### config.mk
export PLATFORM = sky130hd
export DESIGN_NAME = mem_port_arbiter_flat
export DESIGN_NICKNAME = d
export VERILOG_FILES = /design/src/rtl/mem_port_arbiter_pkg.sv /design/src/rtl/mem_port_arbiter_if.sv /design/src/rtl/mem_port_arbiter_rr_arb2.sv /design/src/rtl/mem_port_arbiter.sv /design/src/flat_wrapper.sv
export SDC_FILE = /design/constraint.sdc
export NUM_CORES = 1
export LEC_CHECK = 0
export ABC_AREA = 1
export CAP_MARGIN = 20
export CORE_ASPECT_RATIO = 0.8
export CORE_MARGIN = 1.5
export CORE_UTILIZATION = 43
export CTS_BUF_LIST = sky130_fd_sc_hd__clkbuf_4 sky130_fd_sc_hd__clkbuf_8
export DETAILED_ROUTE_END_ITERATION = 10
export GPL_ROUTABILITY_DRIVEN = 0
export PLACE_DENSITY = 0.94
export SYNTH_ARGS = -nofsm -noshare
export SYNTH_HDL_FRONTEND = slang
export SYNTH_SLANG_ARGS = --single-unit
### constraint.sdc
create_clock -name clk -period 2.1 [get_ports clk]
set_clock_uncertainty 0.15 [all_clocks]
set_input_delay 0.42 -clock clk [delete_from_list [all_inputs] [get_ports clk]]
set_output_delay 0.42 -clock clk [all_outputs]
set_load 0.01 [all_outputs]
### src/rtl/mem_port_arbiter_pkg.sv
`default_nettype none
`timescale 1ns/1ps
// ============================================================================
// Module   : mem_arb_pkg
// Brief    : Shared types and constants for the two-port memory arbiter.
// Revision : 1.0 - initial release
// ============================================================================
package mem_arb_pkg;

    typedef enum logic [1:0] {
        S_IDLE = 2'd0,
        S_ACC  = 2'd1,
        S_WAIT = 2'd2,
        S_RESP = 2'd3
    } state_t;

    localparam logic c_P0 = 1'b0;
    localparam logic c_P1 = 1'b1;

    localparam int c_DEF_ADDR_W = 11;
    localparam int c_DEF_DATA_W = 16;
    localparam int c_DEF_RD_LAT = 2;

endpackage
`default_nettype wire

### src/rtl/mem_port_arbiter_if.sv
`default_nettype none
`timescale 1ns/1ps
// ============================================================================
// Module   : mem_port_arbiter_if
// Brief    : Requester ports and memory pins of the two-port memory arbiter.
// Revision : 1.0 - initial release
// ============================================================================
interface mem_port_arbiter_if
    import mem_arb_pkg::*;
#(
    parameter int ADDR_W = c_DEF_ADDR_W,
    parameter int DATA_W = c_DEF_DATA_W
);
    logic              p0_req;
    logic              p0_we;
    logic [ADDR_W-1:0] p0_addr;
    logic [DATA_W-1:0] p0_wdata;
    logic              p0_gnt;
    logic              p0_done;
    logic [DATA_W-1:0] p0_rdata;

    logic              p1_req;
    logic              p1_we;
    logic [ADDR_W-1:0] p1_addr;
    logic [DATA_W-1:0] p1_wdata;
    logic              p1_gnt;
    logic              p1_done;
    logic [DATA_W-1:0] p1_rdata;

    logic [ADDR_W-1:0] mem_addr;
    logic [DATA_W-1:0] mem_wdata;
    logic              mem_read;
    logic              mem_write;
    logic [DATA_W-1:0] mem_rdata;
    logic              busy;

    // Arbiter side
    modport master (
        input  p0_req, p0_we, p0_addr, p0_wdata,
        input  p1_req, p1_we, p1_addr, p1_wdata,
        input  mem_rdata,
        output p0_gnt, p0_done, p0_rdata,
        output p1_gnt, p1_done, p1_rdata,
        output mem_addr, mem_wdata, mem_read, mem_write, busy
    );

    // Requesters and memory side
    modport slave (
        output p0_req, p0_we, p0_addr, p0_wdata,
        output p1_req, p1_we, p1_addr, p1_wdata,
        output mem_rdata,
        input  p0_gnt, p0_done, p0_rdata,
        input  p1_gnt, p1_done, p1_rdata,
        input  mem_addr, mem_wdata, mem_read, mem_write, busy
    );

endinterface
`default_nettype wire

### src/rtl/mem_port_arbiter_rr_arb2.sv
`default_nettype none
`timescale 1ns/1ps
// ============================================================================
// Module   : rr_arb2
// Brief    : Combinational 2-way picker, round-robin or port-0 fixed priority.
// Revision : 1.0 - initial release
// ============================================================================
module rr_arb2
    import mem_arb_pkg::*;
(
    input  logic [1:0] req,
    input  logic       last,
    input  logic       fixed_prio,
    output logic       win,
    output logic       valid
);

    always_comb begin
        valid = |req;
        win   = c_P0;
        if (req == 2'b10) begin
            win = c_P1;
        end else if (req == 2'b11) begin
            // On a tie the port not granted last wins, unless port 0 is pinned
            win = fixed_prio ? c_P0 : ~last;
        end
    end

endmodule
`default_nettype wire

### src/rtl/mem_port_arbiter.sv
`default_nettype none
`timescale 1ns/1ps
// ============================================================================
// Module   : mem_port_arbiter
// Brief    : Shares one single-port memory between two req/gnt/done requesters.
// Revision : 1.0 - initial release
// ============================================================================
module mem_port_arbiter
    import mem_arb_pkg::*;
#(
    parameter int ADDR_W     = c_DEF_ADDR_W,
    parameter int DATA_W     = c_DEF_DATA_W,
    parameter int RD_LAT     = c_DEF_RD_LAT,
    parameter int FIXED_PRIO = 0
) (
    input  logic                clk,
    input  logic                rst,
    mem_port_arbiter_if.master  arb_bus
);

    localparam int CNT_W = (RD_LAT > 2) ? $clog2(RD_LAT) : 1;

    state_t            r_state;
    state_t            w_next;
    logic              r_we;
    logic              r_port;
    logic              r_last;
    logic [ADDR_W-1:0] r_addr;
    logic [DATA_W-1:0] r_wdata;
    logic [DATA_W-1:0] r_rdata0;
    logic [DATA_W-1:0] r_rdata1;
    logic [CNT_W-1:0]  r_cnt;
    logic              w_win;
    logic              w_valid;
    logic              w_wait_end;
    logic              w_capture;
    logic              w_acc;
    logic              w_addr_phase;

    rr_arb2 u_pick (
        .req        ({arb_bus.p1_req, arb_bus.p0_req}),
        .last       (r_last),
        .fixed_prio (FIXED_PRIO != 0),
        .win        (w_win),
        .valid      (w_valid)
    );

    // Counter holds the remaining read cycles; the value 1 marks the sampling cycle
    assign w_wait_end = (r_cnt == CNT_W'(1));
    assign w_capture  = !r_we && (((r_state == S_ACC) && (RD_LAT == 1)) ||
                                  ((r_state == S_WAIT) && w_wait_end));

    always_ff @(posedge clk) begin
        if (rst) begin
            r_state <= S_IDLE;
        end else begin
            r_state <= w_next;
        end
    end

    always_comb begin
        w_next = r_state;
        case (r_state)
            S_IDLE:  if (w_valid) w_next = S_ACC;
            S_ACC:   w_next = (r_we || (RD_LAT == 1)) ? S_RESP : S_WAIT;
            S_WAIT:  if (w_wait_end) w_next = S_RESP;
            S_RESP:  w_next = S_IDLE;
            default: w_next = S_IDLE;
        endcase
    end

    always_ff @(posedge clk) begin
        if (rst) begin
            r_we    <= 1'b0;
            r_port  <= c_P0;
            r_addr  <= '0;
            r_wdata <= '0;
            r_cnt   <= '0;
            r_last  <= c_P1;
        end else begin
            case (r_state)
                S_IDLE: begin
                    if (w_valid) begin
                        r_port  <= w_win;
                        r_we    <= (w_win == c_P1) ? arb_bus.p1_we    : arb_bus.p0_we;
                        r_addr  <= (w_win == c_P1) ? arb_bus.p1_addr  : arb_bus.p0_addr;
                        r_wdata <= (w_win == c_P1) ? arb_bus.p1_wdata : arb_bus.p0_wdata;
                    end
                end
                S_ACC:   r_cnt  <= CNT_W'(RD_LAT - 1);
                S_WAIT:  r_cnt  <= r_cnt - CNT_W'(1);
                S_RESP:  r_last <= r_port;
                default: ;
            endcase
        end
    end

    always_ff @(posedge clk) begin
        if (rst) begin
            r_rdata0 <= '0;
            r_rdata1 <= '0;
        end else if (w_capture) begin
            if (r_port == c_P1) begin
                r_rdata1 <= arb_bus.mem_rdata;
            end else begin
                r_rdata0 <= arb_bus.mem_rdata;
            end
        end
    end

    assign w_acc        = (r_state == S_ACC);
    assign w_addr_phase = w_acc || (r_state == S_WAIT);

    assign arb_bus.p0_gnt    = w_acc && (r_port == c_P0);
    assign arb_bus.p1_gnt    = w_acc && (r_port == c_P1);
    assign arb_bus.p0_done   = (r_state == S_RESP) && (r_port == c_P0);
    assign arb_bus.p1_done   = (r_state == S_RESP) && (r_port == c_P1);
    assign arb_bus.p0_rdata  = r_rdata0;
    assign arb_bus.p1_rdata  = r_rdata1;
    assign arb_bus.mem_addr  = w_addr_phase ? r_addr : '0;
    assign arb_bus.mem_read  = (w_acc && !r_we) || (r_state == S_WAIT);
    assign arb_bus.mem_write = w_acc && r_we;
    assign arb_bus.mem_wdata = (w_acc && r_we) ? r_wdata : '0;
    assign arb_bus.busy      = (r_state != S_IDLE);

endmodule
`default_nettype wire

### src/flat_wrapper.sv
// flat-port wrapper written by rule: the top's interface ports become plain ports
module mem_port_arbiter_flat import mem_arb_pkg::*;
#(
    parameter int ADDR_W     = c_DEF_ADDR_W,
    parameter int DATA_W     = c_DEF_DATA_W,
    parameter int RD_LAT     = c_DEF_RD_LAT,
    parameter int FIXED_PRIO = 0
)
  (clk, rst, arb_bus_p0_req, arb_bus_p0_we, arb_bus_p0_addr, arb_bus_p0_wdata, arb_bus_p1_req, arb_bus_p1_we, arb_bus_p1_addr, arb_bus_p1_wdata, arb_bus_mem_rdata, arb_bus_p0_gnt, arb_bus_p0_done, arb_bus_p0_rdata, arb_bus_p1_gnt, arb_bus_p1_done, arb_bus_p1_rdata, arb_bus_mem_addr, arb_bus_mem_wdata, arb_bus_mem_read, arb_bus_mem_write, arb_bus_busy);
  mem_port_arbiter_if #(.ADDR_W(ADDR_W), .DATA_W(DATA_W)) arb_bus_i ();
  input  logic clk;
  input  logic rst;
  input wire logic [$bits(arb_bus_i.p0_req)-1:0] arb_bus_p0_req;
  input wire logic [$bits(arb_bus_i.p0_we)-1:0] arb_bus_p0_we;
  input wire logic [$bits(arb_bus_i.p0_addr)-1:0] arb_bus_p0_addr;
  input wire logic [$bits(arb_bus_i.p0_wdata)-1:0] arb_bus_p0_wdata;
  input wire logic [$bits(arb_bus_i.p1_req)-1:0] arb_bus_p1_req;
  input wire logic [$bits(arb_bus_i.p1_we)-1:0] arb_bus_p1_we;
  input wire logic [$bits(arb_bus_i.p1_addr)-1:0] arb_bus_p1_addr;
  input wire logic [$bits(arb_bus_i.p1_wdata)-1:0] arb_bus_p1_wdata;
  input wire logic [$bits(arb_bus_i.mem_rdata)-1:0] arb_bus_mem_rdata;
  output wire logic [$bits(arb_bus_i.p0_gnt)-1:0] arb_bus_p0_gnt;
  output wire logic [$bits(arb_bus_i.p0_done)-1:0] arb_bus_p0_done;
  output wire logic [$bits(arb_bus_i.p0_rdata)-1:0] arb_bus_p0_rdata;
  output wire logic [$bits(arb_bus_i.p1_gnt)-1:0] arb_bus_p1_gnt;
  output wire logic [$bits(arb_bus_i.p1_done)-1:0] arb_bus_p1_done;
  output wire logic [$bits(arb_bus_i.p1_rdata)-1:0] arb_bus_p1_rdata;
  output wire logic [$bits(arb_bus_i.mem_addr)-1:0] arb_bus_mem_addr;
  output wire logic [$bits(arb_bus_i.mem_wdata)-1:0] arb_bus_mem_wdata;
  output wire logic [$bits(arb_bus_i.mem_read)-1:0] arb_bus_mem_read;
  output wire logic [$bits(arb_bus_i.mem_write)-1:0] arb_bus_mem_write;
  output wire logic [$bits(arb_bus_i.busy)-1:0] arb_bus_busy;
  assign arb_bus_i.p0_req = arb_bus_p0_req;
  assign arb_bus_i.p0_we = arb_bus_p0_we;
  assign arb_bus_i.p0_addr = arb_bus_p0_addr;
  assign arb_bus_i.p0_wdata = arb_bus_p0_wdata;
  assign arb_bus_i.p1_req = arb_bus_p1_req;
  assign arb_bus_i.p1_we = arb_bus_p1_we;
  assign arb_bus_i.p1_addr = arb_bus_p1_addr;
  assign arb_bus_i.p1_wdata = arb_bus_p1_wdata;
  assign arb_bus_i.mem_rdata = arb_bus_mem_rdata;
  assign arb_bus_p0_gnt = arb_bus_i.p0_gnt;
  assign arb_bus_p0_done = arb_bus_i.p0_done;
  assign arb_bus_p0_rdata = arb_bus_i.p0_rdata;
  assign arb_bus_p1_gnt = arb_bus_i.p1_gnt;
  assign arb_bus_p1_done = arb_bus_i.p1_done;
  assign arb_bus_p1_rdata = arb_bus_i.p1_rdata;
  assign arb_bus_mem_addr = arb_bus_i.mem_addr;
  assign arb_bus_mem_wdata = arb_bus_i.mem_wdata;
  assign arb_bus_mem_read = arb_bus_i.mem_read;
  assign arb_bus_mem_write = arb_bus_i.mem_write;
  assign arb_bus_busy = arb_bus_i.busy;
  mem_port_arbiter #(.ADDR_W(ADDR_W), .DATA_W(DATA_W), .RD_LAT(RD_LAT), .FIXED_PRIO(FIXED_PRIO)) u_core (.clk(clk), .rst(rst), .arb_bus(arb_bus_i));
endmodule
==> run_1/ff_map.png <==
Bar = 20 um. Other sequential cells in the stronger gray, the rest of the logic in the fainter gray.
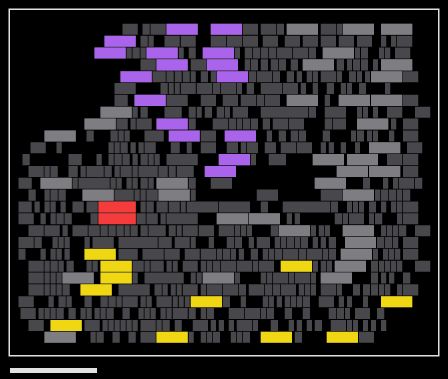
red -> u_core.r_state  # sequential cells 2
purple -> u_core.arb_bus.p1_rdata  # sequential cells 16, where top center
yellow -> u_core.r_addr  # sequential cells 11

==> run_1/clock_nets.png <==
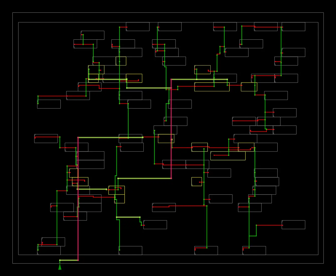
clock buffers: 9
CTS Buf Count: 9

==> run_1/layers.png <==
Two of the layers only.
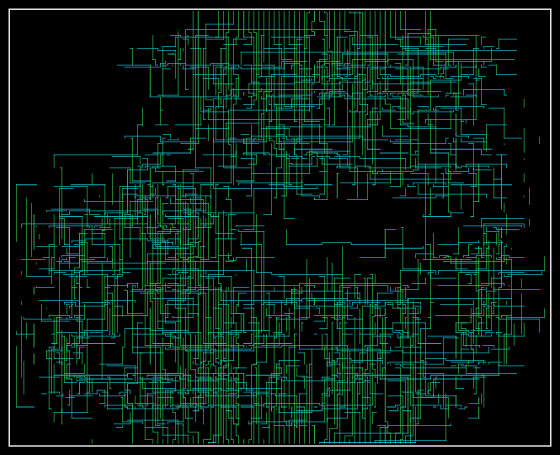
cyan -> M1  # wire length 4000 um
green -> M2  # wire length 4970 um
WL/cell: 14.3 um
via count: 3515
routed wire length: 10000 um

[run 1: final cells by class]
| class | count | area, um^2 |
|---|---|---|
| Tap cell | 87 | 109 |
| Inverter | 70 | 270 |
| Multi-Input combinational cell | 303 | 1410 |
| Clock buffer | 9 | 124 |
| Clock inverter | 7 | 103 |
| Timing Repair Buffer | 159 | 1460 |
| Sequential cell | 65 | 1310 |
| Fill cell | 569 | 2170 |
[run 1: cells by family (layout without fill, tap and decap cells)]
kind of cell | count (synthesis) | count (layout) | share of synthesized area (%)
AOI/OAI and AO/OA | 96 | 96 | 15.5
adders and majority gates | 6 | 6 | 2.40
buffers and inverters | 97 | 245 | 14.3
DFF | 65 | 65 | 41.7
and+or+nand+nor | 201 | 201 | 26.2
[run 1: worst max-delay path, cell delays in order (launching register included)]
cell and delay (ns):
dfxtp_4 0.36, inv_4 0.08, ha_4 0.15, nand2_4 0.07, buf_12 0.15, nor2_1 0.13, buf_2 0.17
[run 1: state kept, by name (all words and copies together), names as in the netlist]
| register | cells |
|---|---|
| u_core.r_last | 1 |
| u_core.r_port | 1 |
| u_core.r_we | 1 |
| u_core.arb_bus.p1_rdata | 16 |
| u_core.arb_bus.p0_rdata | 16 |
| u_core.r_addr | 11 |
| u_core.r_cnt | 1 |
| u_core.r_wdata | 16 |
| u_core.r_state | 2 |
[run 1: routing by layer]
layer  GRT usage (%)  routed length, um
met1            27.4               4000
met2            44.9               4970
met3            7.92                638
met4            13.2                410
met5               0                  0
[run 1: repair_timing]
| item | 4_1_cts | 5_1_grt |
|---|---|---|
| resized | 77 | 36 |
| setup endpoints to repair | 34 | 27 |
| buffers inserted | 0 | 0 |
[run 1: power breakdown]
part | switching [mW] | internal [mW]
clock network | 0.529 | 0.680
registers | 0.179 | 1.53
logic | 1.27 | 0.977
==> flow_summary.ini <==
; generated from flow reports
[timing]
setup_violations = 0
rsz0062_at_grt = no
slew_headroom_pct = 77.7
fin_crit_ns = 2.03
finalClockPeriodUsage_pct = 96.8

[place]
dp_slack_ns = -0.0376
io_buffers = 141
hpwl_um = 7210

[synthesis]
yosys_warnings = 0
ys_chip_area_mm2 = 0.00312
syn_area_mm2 = 0.00312
synth-edff-count = 0
yosys-stat-cells = 465
syn_inst = 465
syn_avg_cell_area_um2 = 6.72
yosysUniqueCellTypes = 24
ys.flop_type = dfxtp_1

[clock_network]
clock-root-buffer = clkbuf_8

[worst_setup_path]
rr_worst_depth = 9
rrSetupSlack_ns = 0.20
reg2reg_from = u_core.r_state[0]$_SDFFE_PP0P_

[pwr]
ir_worst_vdd_v = 0.00109
total_power_mw = 5.16

[grt]
first_global_vias = 3485
grt_antenna_before_repair = 0

[drt]
firstDrtPassIters = 5
route.detailed.drc = 0
drt_iter0_drc = 207

[status]
status = complete, no violations

[floorplanning]
core-area_mm2 = 0.00696
No activity file was given, so power comes from the tool's default toggle rates.
